### src/rtl/program_loader_pkg.sv
// rtl/program_loader_pkg.sv - shared constants and state type for the program loader
package program_loader_pkg;

    localparam logic [7:0] LOADER_MAGIC = 8'hA5;
    localparam int         LEN_WIDTH    = 16;

    typedef enum logic [2:0] {
        ST_IDLE,
        ST_LEN_LO,
        ST_LEN_HI,
        ST_DATA,
        ST_CHECK,
        ST_DONE,
        ST_ERROR
    } state_t;

    // States that sit inside a frame and are therefore guarded by the idle timeout.
    function automatic logic in_frame(state_t s);
        return (s == ST_LEN_LO) || (s == ST_LEN_HI) || (s == ST_DATA) || (s == ST_CHECK);
    endfunction

endpackage

### src/rtl/program_loader_if.sv
// rtl/program_loader_if.sv - byte stream in, instruction memory byte write port out
interface program_loader_if;

    logic [7:0]  byte_i;
    logic        byte_valid_i;
    logic        byte_ready_o;
    logic        wr_en_o;
    logic [31:0] wr_addr_o;
    logic [7:0]  wr_data_o;

    modport master (
        output byte_i, byte_valid_i,
        input  byte_ready_o, wr_en_o, wr_addr_o, wr_data_o
    );

    modport slave (
        input  byte_i, byte_valid_i,
        output byte_ready_o, wr_en_o, wr_addr_o, wr_data_o
    );

endinterface

### src/rtl/program_loader_timeout.sv
// rtl/program_loader_timeout.sv - idle-cycle counter that expires after LIMIT quiet cycles
module loader_timeout #(
    parameter int LIMIT = 1024
) (
    input  logic clk_i,
    input  logic rst_i,
    input  logic enable_i,
    input  logic clear_i,
    output logic expire_o
);

    localparam int             CW   = $clog2(LIMIT + 1);
    localparam logic [CW-1:0]  LAST = CW'(LIMIT - 1);

    logic [CW-1:0] count_q, count_d;

    // A byte arriving on the expiring cycle clears instead of expiring.
    assign expire_o = enable_i && !clear_i && (count_q == LAST);

    always_comb begin
        count_d = count_q + CW'(1);
        if (!enable_i || clear_i || expire_o) begin
            count_d = '0;
        end
    end

    always_ff @(posedge clk_i) begin
        if (rst_i) begin
            count_q <= '0;
        end else begin
            count_q <= count_d;
        end
    end

endmodule

### src/rtl/program_loader.sv
// rtl/program_loader.sv - framed byte-stream loader writing the instruction store, holds core in reset
module program_loader
    import program_loader_pkg::*;
#(
    parameter int MEM_BYTES      = 32,
    parameter int TIMEOUT_CYCLES = 1024
) (
    input  logic              clk_i,
    input  logic              rst_i,
    program_loader_if.slave   bus,
    output logic              cpu_reset_o,
    output logic              done_o,
    output logic              error_o
);

    localparam logic [LEN_WIDTH-1:0] MAX_LEN = LEN_WIDTH'(MEM_BYTES);

    state_t               state_q, state_d;
    logic [LEN_WIDTH-1:0] len_q, len_d;
    logic [LEN_WIDTH-1:0] idx_q, idx_d;
    logic [7:0]           sum_q, sum_d;
    logic                 wr_en_q, wr_en_d;
    logic [LEN_WIDTH-1:0] wr_idx_q, wr_idx_d;
    logic [7:0]           wr_data_q, wr_data_d;
    logic                 accept;
    logic                 expire;
    logic [LEN_WIDTH-1:0] len_full;
    logic [LEN_WIDTH-1:0] idx_next;

    assign bus.byte_ready_o = !rst_i;
    assign accept           = bus.byte_valid_i && !rst_i;
    assign len_full         = {bus.byte_i, len_q[7:0]};
    assign idx_next         = idx_q + LEN_WIDTH'(1);

    loader_timeout #(.LIMIT(TIMEOUT_CYCLES)) u_timeout (
        .clk_i    (clk_i),
        .rst_i    (rst_i),
        .enable_i (in_frame(state_q)),
        .clear_i  (accept),
        .expire_o (expire)
    );

    always_comb begin
        state_d   = state_q;
        len_d     = len_q;
        idx_d     = idx_q;
        sum_d     = sum_q;
        wr_en_d   = 1'b0;
        wr_idx_d  = wr_idx_q;
        wr_data_d = wr_data_q;
        if (expire) begin
            state_d = ST_ERROR;
        end else if (accept) begin
            unique case (state_q)
                ST_IDLE, ST_DONE, ST_ERROR: begin
                    if (bus.byte_i == LOADER_MAGIC) begin
                        state_d = ST_LEN_LO;
                        idx_d   = '0;
                        sum_d   = '0;
                    end
                end
                ST_LEN_LO: begin
                    len_d   = {8'h00, bus.byte_i};
                    state_d = ST_LEN_HI;
                end
                ST_LEN_HI: begin
                    len_d = len_full;
                    if (len_full == '0) begin
                        state_d = ST_CHECK;
                    end else if (len_full > MAX_LEN) begin
                        state_d = ST_ERROR;
                    end else begin
                        state_d = ST_DATA;
                    end
                end
                ST_DATA: begin
                    wr_en_d   = 1'b1;
                    wr_idx_d  = idx_q;
                    wr_data_d = bus.byte_i;
                    idx_d     = idx_next;
                    sum_d     = sum_q + bus.byte_i;
                    if (idx_next == len_q) begin
                        state_d = ST_CHECK;
                    end
                end
                ST_CHECK: begin
                    state_d = (bus.byte_i == sum_q) ? ST_DONE : ST_ERROR;
                end
                default: begin
                    state_d = ST_IDLE;
                end
            endcase
        end
    end

    always_ff @(posedge clk_i) begin
        if (rst_i) begin
            state_q   <= ST_IDLE;
            len_q     <= '0;
            idx_q     <= '0;
            sum_q     <= '0;
            wr_en_q   <= 1'b0;
            wr_idx_q  <= '0;
            wr_data_q <= '0;
        end else begin
            state_q   <= state_d;
            len_q     <= len_d;
            idx_q     <= idx_d;
            sum_q     <= sum_d;
            wr_en_q   <= wr_en_d;
            wr_idx_q  <= wr_idx_d;
            wr_data_q <= wr_data_d;
        end
    end

    assign bus.wr_en_o   = wr_en_q;
    assign bus.wr_addr_o = {16'h0000, wr_idx_q};
    assign bus.wr_data_o = wr_data_q;
    assign cpu_reset_o   = (state_q != ST_DONE);
    assign done_o        = (state_q == ST_DONE);
    assign error_o       = (state_q == ST_ERROR);

endmodule

### src/flat_wrapper.sv
// flat-port wrapper written by rule: the top's interface ports become plain ports
module program_loader_flat import program_loader_pkg::*;
#(
    parameter int MEM_BYTES      = 32,
    parameter int TIMEOUT_CYCLES = 1024
)
  (clk_i, rst_i, cpu_reset_o, done_o, error_o, bus_byte_i, bus_byte_valid_i, bus_byte_ready_o, bus_wr_en_o, bus_wr_addr_o, bus_wr_data_o);
  program_loader_if bus_i ();
  input  logic clk_i;
  input  logic rst_i;
  output logic cpu_reset_o;
  output logic done_o;
  output logic error_o;
  input wire logic [$bits(bus_i.byte_i)-1:0] bus_byte_i;
  input wire logic [$bits(bus_i.byte_valid_i)-1:0] bus_byte_valid_i;
  output wire logic [$bits(bus_i.byte_ready_o)-1:0] bus_byte_ready_o;
  output wire logic [$bits(bus_i.wr_en_o)-1:0] bus_wr_en_o;
  output wire logic [$bits(bus_i.wr_addr_o)-1:0] bus_wr_addr_o;
  output wire logic [$bits(bus_i.wr_data_o)-1:0] bus_wr_data_o;
  assign bus_i.byte_i = bus_byte_i;
  assign bus_i.byte_valid_i = bus_byte_valid_i;
  assign bus_byte_ready_o = bus_i.byte_ready_o;
  assign bus_wr_en_o = bus_i.wr_en_o;
  assign bus_wr_addr_o = bus_i.wr_addr_o;
  assign bus_wr_data_o = bus_i.wr_data_o;
  program_loader #(.MEM_BYTES(MEM_BYTES), .TIMEOUT_CYCLES(TIMEOUT_CYCLES)) u_core (.clk_i(clk_i), .rst_i(rst_i), .bus(bus_i), .cpu_reset_o(cpu_reset_o), .done_o(done_o), .error_o(error_o));
endmodule
### config.mk
export PLATFORM = sky130hd
export DESIGN_NAME = program_loader_flat
export DESIGN_NICKNAME = d
export VERILOG_FILES = /design/src/rtl/program_loader_pkg.sv /design/src/rtl/program_loader_if.sv /design/src/rtl/program_loader_timeout.sv /design/src/rtl/program_loader.sv /design/src/flat_wrapper.sv
export SDC_FILE = /design/constraint.sdc
export NUM_CORES = 1
export LEC_CHECK = 0
export CORE_MARGIN = 4
export CORE_UTILIZATION = 40
export DETAILED_ROUTE_END_ITERATION = 10
export GPL_ROUTABILITY_DRIVEN = 0
export PLACE_DENSITY = 0.61
export SYNTH_ARGS = -nofsm -noshare
export SYNTH_HDL_FRONTEND = slang
export SYNTH_SLANG_ARGS = --single-unit
export TNS_END_PERCENT = 100
### constraint.sdc
create_clock -name clk_i -period 2 [get_ports clk_i]
set_input_delay 0.2 -clock clk_i [delete_from_list [all_inputs] [get_ports clk_i]]
set_output_delay 0.2 -clock clk_i [all_outputs]
set_load 0.01 [all_outputs]
==> results_dict.tcl, run 1 <==
# metrics dict for downstream scripts
set metrics [dict create \
    whs_ns 0.319 \
    reg2reg_from "u_core.sum_q[0]$_SDFFE_PP0P_" \
    vdd_drop_max_uv 345 \
    rows 37 \
    die_h_um 112 \
    nMultiInputCombCells 406 \
    synth.area.top_cells "dfxtp_1, nand2_1, nor2_1, o21ai_0, xor2_1" \
    finalPower_uw 3240 \
    port-buffer-count 39 \
    adder_share 0.0308 \
    overflow 0 \
    cts_buffers 9 \
    path_common_cell "or4_4" \
    wire_per_inst_um 16.0 \
    dp_hpwl_mm 8.95 \
    setup_ws_ns -0.0286 \
    filler_cell_count 945 \
    reg_top3 "u_core.idx_q (16), u_core.len_q (16), u_core.wr_idx_q (16)" \
    grt_max_degree 33 \
    synthCells 532 \
    worst-path-buf-inv 0 \
    cp-end-kind "flip-flop" \
    maxPowerGroup "sequential cells" \
    final.setup.tns_ns -0.0575 \
    p_seq_uw 1570 \
    regToRegSetupSlack_ns -0.03 \
    cp.required_ns 2.26 \
    drv_cap 0 \
    grtUsageMet3 0.0342 \
    drive_above_1_share 0.241 \
    ios 56 \
    synthDistinctLibCells 68 \
    status "finished, violations left" \
    final_area_sq_um 5820 \
    setup_viol_count_final 3 \
    async_reset_ff_frac 0 \
    slowest_stage "or4_4" \
    switching_share 0.236 \
    rsz0062_at_grt "yes" \
    avgSynthCellArea_sq_um 8.10 \
    ys_sh_simple 0.249 \
    ys_sh_mux 0.00232 \
    edf_count 0 \
    clkPwrFrac 0.472 \
    met2_length_mm 6.06 \
    taps 136 \
    via_per_inst 5.43 \
    combAreaFraction 0.446 \
    clkbuf_count 9 \
    hold_depth 4 \
    synth_top_cell_by_count "dfxtp_1" \
    seq_area_frac 0.275 \
    critical_path.startpoint "u_core.sum_q[0]$_SDFFE_PP0P_" \
    ff_type "dfxtp_1" \
    cellPowerDensity_nw_per_um2 557 \
    htreeDepth 3 \
    fp_util 0.414 \
    dominant-cell-class "combinational gates" \
    crit_path_start_kind "flip-flop" \
    cts_root_buf "clkbuf_8" \
    hold_path_end "u_core.bus.wr_data_o[6]$_SDFFE_PP0P_" \
    failed_checks "setup timing" \
    wl_mm 12.6 \
    buffers 137 \
]
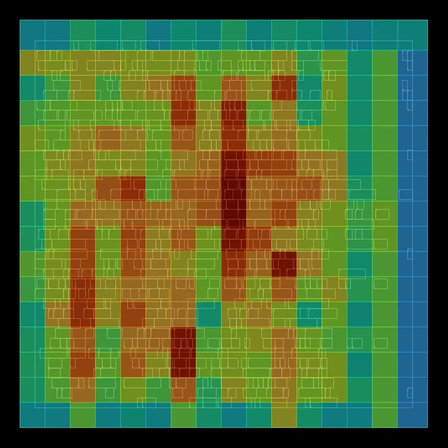
(run_1/final_congestion.png)
Util after Layout: 0.559
GR met1 Demand/Resource: 0.261

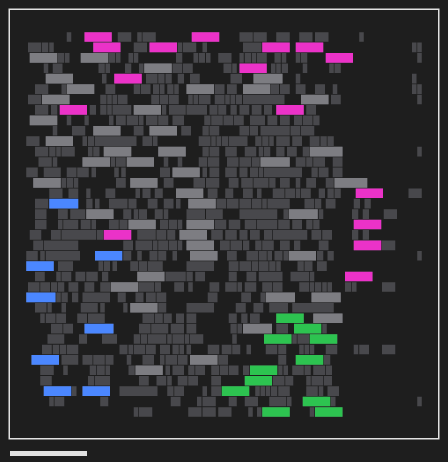
(run_1/registers.png)
Scale bar: 20 um. Other sequential cells in the stronger gray, the rest of the logic in the fainter gray.
magenta -> `u_core.wr_idx_q`  # placed flops 16
blue -> `u_core.sum_q`  # placed flops 8
green -> `u_core.u_timeout.count_q`  # placed flops 11
not colored = 44

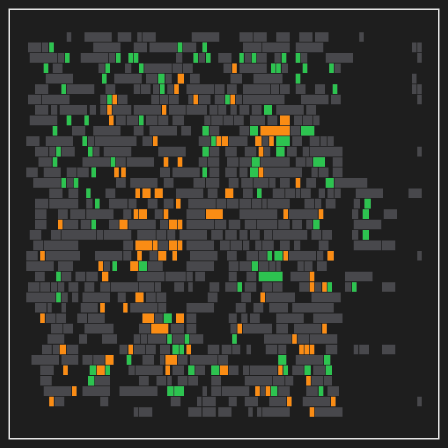
(run_1/gate_families.png)
green -> NAND gates  # cells 93, where widely spread
orange -> NOR gates  # cells 86

==> run_1/cell_classes.png <==
Scale bar: 20 um.
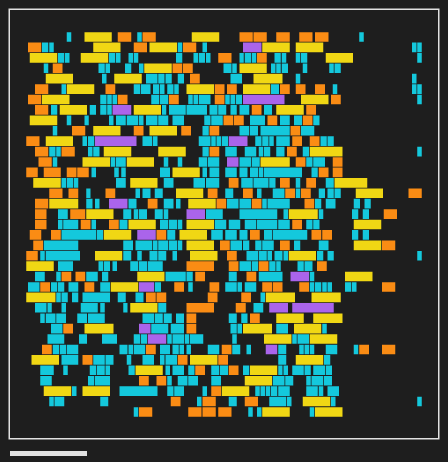

## Run 2: what changed since run 1
CORE_MARGIN = default   (was 4)
GPL_TIMING_DRIVEN = 0   (was default)
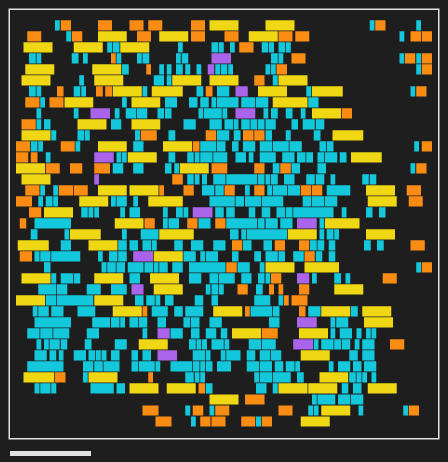
(run_2/cell_classes.png)
Scale bar: 20 um.
yellow -> flip-flops  # cells 79
cyan -> all other logic  # cells 419
purple -> clock drivers and dummy loads  # cells 16
orange -> other buffers and delay cells  # cells 103

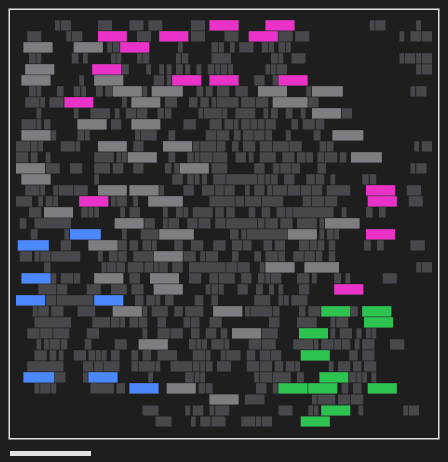
(run_2/registers.png)
Scale bar: 20 um. Other sequential cells in the stronger gray, the rest of the logic in the fainter gray.
blue -> `u_core.sum_q`  # placed flops 8
green -> `u_core.u_timeout.count_q`  # placed flops 11, where bottom right
magenta -> `u_core.wr_idx_q`  # placed flops 16

==> run 2 against run 1 <==
Effect of this change:
- the run still ends with setup timing left
- maximum frequency is 0.28% lower
- clock-buffer cell count increased by 2
- first-iteration DRC count fell by 1.8%
- largest cell class unchanged
- hold slack got worse by 0.23 ns
- core utilization fell by 2.9 points
- worst setup slack got worse by 0.0058 ns
- cell count shrank 4.4%
- sequential power barely moved
==> results_dict.tcl, run 2 <==
# metrics dict for downstream scripts
set metrics [dict create \
    cts_root_buf "clkbuf_8" \
    ios 56 \
    cp-end-kind "flip-flop" \
    async_reset_ff_frac 0 \
    finalPower_uw 2850 \
    nMultiInputCombCells 405 \
    vdd_drop_max_uv 296 \
    switching_share 0.256 \
    pg_clk_uw 1140 \
    met1_usage 0.286 \
    ys_sh_mux 0.00232 \
    edf_count 0 \
    clkPwrFrac 0.398 \
    setup_viol_count_final 3 \
    final.setup.tns_ns -0.0509 \
    via_per_inst 5.46 \
    synth.area.top_cells "dfxtp_1, nand2_1, nor2_1, o21ai_0, xor2_1" \
    grt_max_degree 15 \
    hold_path_end "u_core.bus.wr_data_o[7]$_SDFFE_PP0P_" \
    drv_cap 0 \
    rsz0062_at_grt "yes" \
    path_max_fanout 10 \
    adder_share 0.0308 \
    reg2reg_from "u_core.state_q[0]$_SDFFE_PP0P_" \
    cp.required_ns 2.26 \
    status "finished, violations left" \
    taps 136 \
    timing.fmax_ghz 0.492 \
    fp_util 0.415 \
    worst-path-buf-inv 3 \
    reg_top3 "u_core.idx_q (16), u_core.len_q (16), u_core.wr_idx_q (16)" \
    openroad.warnings 28 \
    ff_type "dfxtp_1" \
    buffers 103 \
    crit_path_start_kind "flip-flop" \
    setup_ws_ns -0.0343 \
    clk_pin_slew_ns 0.09 \
    critical_path.startpoint "u_core.state_q[0]$_SDFFE_PP0P_" \
    hold_depth 3 \
    dp_hpwl_mm 8.41 \
    ys_sh_simple 0.249 \
    p_seq_uw 1560 \
    combAreaFraction 0.482 \
    synth_top_cell_by_count "dfxtp_1" \
    port-buffer-count 37 \
    cellPowerDensity_nw_per_um2 519 \
    final_area_sq_um 5500 \
    slowest_stage "nor4_2" \
    wl_mm 12.2 \
    fin_util 0.530 \
    synthDistinctLibCells 68 \
    maxPowerGroup "sequential cells" \
    synthCells 532 \
    core_sq_um 10400 \
    whs_ns 0.0902 \
    grtUsageMet3 0.0445 \
    clkbuf_count 11 \
    cts_buffers 9 \
    failed_checks "setup timing" \
    drive_above_1_share 0.211 \
    top_cell_area_share 0.367 \
    seq_area_frac 0.293 \
    filler_cell_count 1027 \
    met2_length_mm 5.68 \
    overflow 0 \
    rows 37 \
    cts_max_path_buffers 2 \
]
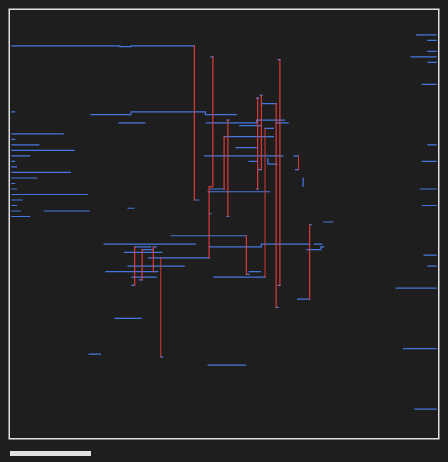
(run_2/metal_stack.png)
Scale bar: 20 um. Two of the layers only.
red -> met4  # wire length 388 um
blue -> met3  # wire length 538 um

Power and IR drop assume default switching activity.
